**config.mk**
```make
export PLATFORM = sky130hd
export DESIGN_NAME = mode_ram
export DESIGN_NICKNAME = d
export VERILOG_FILES = /design/src/rtl/mode_ram.sv
export SDC_FILE = /design/constraint.sdc
export NUM_CORES = 1
export LEC_CHECK = 0
export CAP_MARGIN = 10
export CORE_MARGIN = 5
export CORE_UTILIZATION = 50
export DETAILED_ROUTE_END_ITERATION = 8
export MAX_ROUTING_LAYER = met4
export PLACE_DENSITY_LB_ADDON = 0.12
export SYNTH_ARGS = -nofsm -noshare
export SYNTH_HDL_FRONTEND = slang
export SYNTH_SLANG_ARGS = --single-unit
```
**constraint.sdc**
```tcl
create_clock -name clk -period 3.5 [get_ports clk]
set_input_delay 0.525 -clock clk [delete_from_list [all_inputs] [get_ports clk]]
set_output_delay 0.525 -clock clk [all_outputs]
set_load 0.02 [all_outputs]
```
**src/rtl/mode_ram.sv**
```systemverilog
`default_nettype none
// ============================================================================
// mode_ram : single-port RAM with write-first / read-first / no-change modes,
//            byte enables and a post-reset clear engine.
//            Optional extra output register: MODE_RAM_OUT_REG_EN.
// Revision : 1.0
// ============================================================================
module mode_ram #(
  parameter int                DATA_W    = 32,
  parameter int                ADDR_W    = 5,
  parameter int                DEPTH     = 32,
  parameter logic [DATA_W-1:0] CLEAR_VAL = '0
) (
  input  logic                  clk,
  input  logic                  reset,
  input  logic                  req_valid,
  output logic                  req_ready,
  input  logic [1:0]            mode,
  input  logic                  write_enable,
  input  logic [DATA_W/8-1:0]   byte_en,
  input  logic [ADDR_W-1:0]     address,
  input  logic [DATA_W-1:0]     data_in,
  output logic [DATA_W-1:0]     data_out,
  output logic                  data_out_valid,
  output logic                  addr_err,
  output logic                  busy
);

  localparam int                c_nb    = DATA_W / 8;
  localparam int                c_iw    = (DEPTH > 1) ? $clog2(DEPTH) : 1;
  localparam logic [c_iw-1:0]   c_last  = c_iw'(DEPTH - 1);
  localparam logic [ADDR_W:0]   c_depth = (ADDR_W + 1)'(DEPTH);

  typedef enum logic [0:0] {S_CLEAR, S_READY} state_t;

  state_t              r_state;
  logic [c_iw-1:0]     r_ptr;
  logic [DATA_W-1:0]   r_mem [DEPTH];
  logic [DATA_W-1:0]   r_data;
  logic                r_valid;
  logic                r_err;

  logic                w_accept;
  logic                w_in_range;
  logic                w_hold;
  logic                w_wr;
  logic [c_iw-1:0]     w_idx;
  logic [DATA_W-1:0]   w_old;
  logic [DATA_W-1:0]   w_merged;
  logic [DATA_W-1:0]   w_result;

  // Range check is done on the full address so nothing ever wraps modulo DEPTH.
  assign w_in_range = {1'b0, address} < c_depth;
  assign w_idx      = address[c_iw-1:0];
  assign w_accept   = req_valid & req_ready & ~reset;
  assign w_hold     = (mode == 2'b10) & write_enable;
  assign w_wr       = w_accept & write_enable & w_in_range;
  assign w_old      = w_in_range ? r_mem[w_idx] : '0;

  for (genvar i = 0; i < c_nb; i++) begin : g_merge
    assign w_merged[8*i +: 8] = byte_en[i] ? data_in[8*i +: 8] : w_old[8*i +: 8];
  end

  assign w_result = !w_in_range ? '0 :
                    ((mode == 2'b00) && write_enable) ? w_merged : w_old;

  always_ff @(posedge clk) begin
    if (r_state == S_CLEAR) begin
      r_mem[r_ptr] <= CLEAR_VAL;
    end else if (w_wr) begin
      r_mem[w_idx] <= w_merged;
    end
  end

  always_ff @(posedge clk) begin
    if (reset) begin
      r_state   <= S_CLEAR;
      r_ptr     <= '0;
      busy      <= 1'b1;
      req_ready <= 1'b0;
      r_data    <= '0;
      r_valid   <= 1'b0;
      r_err     <= 1'b0;
    end else begin
      case (r_state)
        S_CLEAR: begin
          r_ptr <= r_ptr + 1'b1;
          if (r_ptr == c_last) begin
            r_state   <= S_READY;
            busy      <= 1'b0;
            req_ready <= 1'b1;
          end
        end
        default: begin
          busy      <= 1'b0;
          req_ready <= 1'b1;
        end
      endcase
      // A no-change write leaves the previous read data in place.
      r_valid <= w_accept & ~w_hold;
      r_err   <= w_accept & ~w_in_range;
      if (w_accept && !w_hold) begin
        r_data <= w_result;
      end
    end
  end

`ifdef MODE_RAM_OUT_REG_EN
  logic [DATA_W-1:0] r_data_q;
  logic              r_valid_q;
  logic              r_err_q;

  always_ff @(posedge clk) begin
    if (reset) begin
      r_data_q  <= '0;
      r_valid_q <= 1'b0;
      r_err_q   <= 1'b0;
    end else begin
      r_data_q  <= r_data;
      r_valid_q <= r_valid;
      r_err_q   <= r_err;
    end
  end

  assign data_out       = r_data_q;
  assign data_out_valid = r_valid_q;
  assign addr_err       = r_err_q;
`else
  assign data_out       = r_data;
  assign data_out_valid = r_valid;
  assign addr_err       = r_err;
`endif

endmodule
`default_nettype wire
```
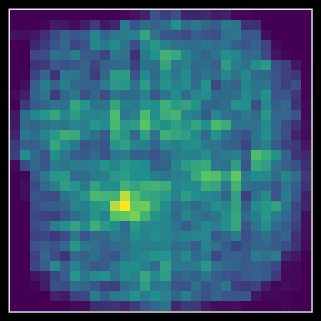
Figure 1: routed metal per tile.
Scale: 1 px per um. The die is cut into 30 by 30 equal tiles; dark purple is low, yellow is high, scaled to the fullest tile. Values are wire area over tile area, all layers added.
tiles over half the peak: 15%
mean over tiles: 0.21
densest ninth of the die: middle
fullest tile: 0.65

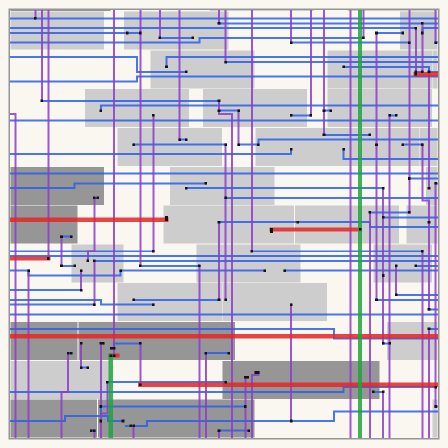
Figure 2: close-up of the layout.
Window x 136 to 166, y 136 to 166 um. Cells in grey, sequential cells in the stronger grey; small squares are vias.
| layer | colour |
|---|---|
| met2 | purple |
| met3 | red |
| met1 | blue |
| met4 | green |
sequential cells in the window: 5
netlist names of flops here include: r_mem (5)
most frequent: buf_12 (13), edfxtp_1 (5), nor2_4 (4)
cells with their middle in the window: 26

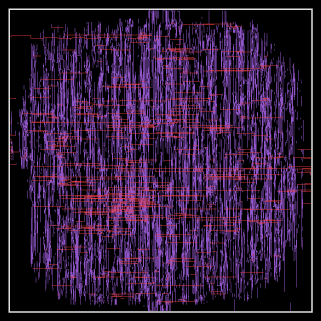
Figure 3: routed metal, one colour a layer.
Scale: 1 px per um. Only two layers are drawn.
| layer | colour | wire length |
|---|---|---|
| met2 | purple | 56.4 mm |
| met3 | red | 8,130 um |
All-Layer GR Usage: 26.8%
vias post-DR: 24,300
average wire per standard cell: 30.0 um
detailed-route wire length: 119 mm

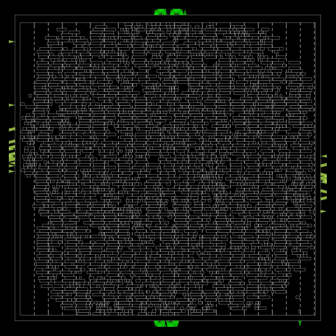
Figure 4: placement view.
row cnt: 106
Floorplan Core Area: 84,000 um2

==> results.sh <==
# implementation run metrics
export IMPL_cp_arrival_ns=3.34
export IMPL_crit_chain="buf_8 -> buf_4 -> mux2i_1 -> a22oi_1 -> a21oi_1 -> nor4_2 -> nand2b_1 -> a21oi_1 -> buf_4"
export IMPL_synthCells=2472
export IMPL_chipHeight_um=301
export IMPL_critPathRequiredTime_ns=3.96
export IMPL_fp_nets=2521
export IMPL_clkTransAtPathRegs_ns=0.06
export IMPL_power_static_leakage_nw=15.8
export IMPL_edf_count=1024
export IMPL_cts_root_to_sink_buffers=3
export IMPL_syn2layout_area_growth_pct=19.6
export IMPL_worst_setup_sp="address[0]"
export IMPL_crit_path_max_fanout=46
export IMPL_fin_skew_ns=0.0332
export IMPL_antenna_cells_inserted=0
export IMPL_layout_cells_sized_above_1_pct=17.8
export IMPL_hold_start="data_out[25]$_SDFFE_PP0P_"
export IMPL_worstRegToRegCells=7
export IMPL_max_clock_freq_ghz=0.347
export IMPL_detailed_routing_iteration_count_for_the_pre_antenna_repair_pass=6
export IMPL_combinationalPowerShare_pct=4.7
export IMPL_post_synth_instance_area_um2=42400
export IMPL_final_antenna_net_count=0
export IMPL_grt_max_degree=57
export IMPL_clock_tree_htree_level_count=3
export IMPL_cts_repair_timing_setup_buffer_count=0
export IMPL_clk_latency_ns=0.66
export IMPL_vias_in_the_first_global_route=24000
export IMPL_postLayoutCoreUtil_pct=60.5
export IMPL_timing_setup_critical_path_class="in2reg"
export IMPL_grt_first_pass_wirelength_mm=171
export IMPL_ys_dominant_reg_cell="sky130_fd_sc_hd__edfxtp_1"
export IMPL_pwr_share_clk_pct=43.1
export IMPL_min_period_over_period_pct=82.4
export IMPL_power_internal_mw=21.2
export IMPL_outcome="completed"
export IMPL_crit_slowest_cell="sky130_fd_sc_hd__buf_4"
export IMPL_die_x_um=301
export IMPL_fillers=6123
export IMPL_cp_end_kind="flip-flop"
export IMPL_yosys_warnings=0
export IMPL_fp_util_pct=50.6
export IMPL_post_layout_nonfiller_instances=3967
export IMPL_port_buffer_count=81
sequential cells by signal, summed over array words and instances (netlist names):
| register | count |
|---|---|
| busy | 1 |
| data_out | 32 |
| data_out_valid | 1 |
| r_mem | 1024 |
| r_ptr | 5 |
| r_state | 1 |
| req_ready | 1 |
area by class of cell:
cell class              instances  area share [%]
clock buffers                 142            5.79
clock inverters                58            1.21
inverters                       4          0.0296
multi-input cells            1241            20.3
flip-flops and latches       1065            62.2
well taps                    1134            2.79
repair buffers                323            7.73
final timing paths:
kind | endpoint
setup / recovery | r_mem[22][0]$_DFFE_PP_
hold / removal | data_out[25]$_SDFFE_PP0P_
setup reg to reg | r_mem[6][14]$_DFFE_PP_
hold reg to reg | data_out[25]$_SDFFE_PP0P_
cells in the mapped netlist (all sizes together), types with 5 or more instances:
master,count,area (um2)
a22oi,256,1920
nor2b,5,31.3
clkbuf,96,372
o21ai,32,160
edfxtp,1024,30700
nor2,42,158
dfxtp,41,821
nand2,67,251
nand2b,35,219
buf,66,519
nand3,9,45.0
nor4,32,400
a221oi,64,629
a21oi,163,816
mux2i,517,5170
placed cells by master (no fill, tap or decap), drive strengths merged:
master	netlist	layout
xnor2	1	1
nor3b	1	1
edfxtp	1024	1024
a2bb2oi	1	1
inv	4	5
a22oi	256	256
a21oi	163	163
nor2b	5	5
o32a	1	1
nor2	42	42
nand2	67	67
nand2b	35	35
buf	66	244
xor2	1	1
clkdlybuf4s50	0	79
and3	1	1
a221oi	64	64
o21ai	32	32
ha	2	2
nand3b	1	1
clkinvlp	0	4
clkinv	0	40
nand3	9	9
mux2	3	3
a32oi	1	1
dfxtp	41	41
mux2i	517	517
conb	1	1
nor4	32	32
clkbuf	96	142
a21o	1	1
and2	1	1
bufinv	0	13
or2	3	3
power groups by stage:
stage                     Clock [mW]  Sequential (mW)  Combinational (mW)
final                           11.5             14.0                1.26
after global routing            12.2             14.0                1.31
after CTS                       11.7             14.0                1.26
after detailed placement           0             14.2                1.25
after global placement             0             14.2                1.24
after floorplan                    0             14.2               0.658
metrics by stage:
stage / power, mW / area [um2] / TNS (ns) / setup slack [ns]
6_report: 26.7 / 50800 / 0 / 0.618
3_5_place_dp: 15.5 / 47200 / -4.17 / -0.0898
2_1_floorplan: 14.9 / 42500 / -72.95 / -0.106
3_3_place_gp: 15.5 / 47200 / -3.70 / -0.117
4_1_cts: 26.9 / 50800 / 0 / 0.597
5_1_grt: 27.5 / 50800 / 0 / 0.456
per-layer routing:
metal | vias to the layer above | routed length, um | GRT usage [%]
li1 | 10500 | - | -
met1 | 12600 | 51700 | 38.3
met2 | 956 | 56400 | 41.5
met3 | 171 | 8130 | 3.97
met4 | 0 | 2820 | 6.23
met5 | - | 0 | -
critical path: cells and delay by family:
family	cells	cell delay [ns]
compound gates	3	0.54
simple gates	2	0.65
mux	1	0.15
buf+inv	3	1.35
cell families after synthesis:
kind of cell / synth area share, %
simple gates: 2.71
mux: 12.3
compound gates: 8.39
other cells: 0.00884
fa+ha+maj: 0.0589
flops: 74.4
xor+xnor: 0.0413
buf+inv: 2.13
Power is estimated from default activity; no workload was simulated.
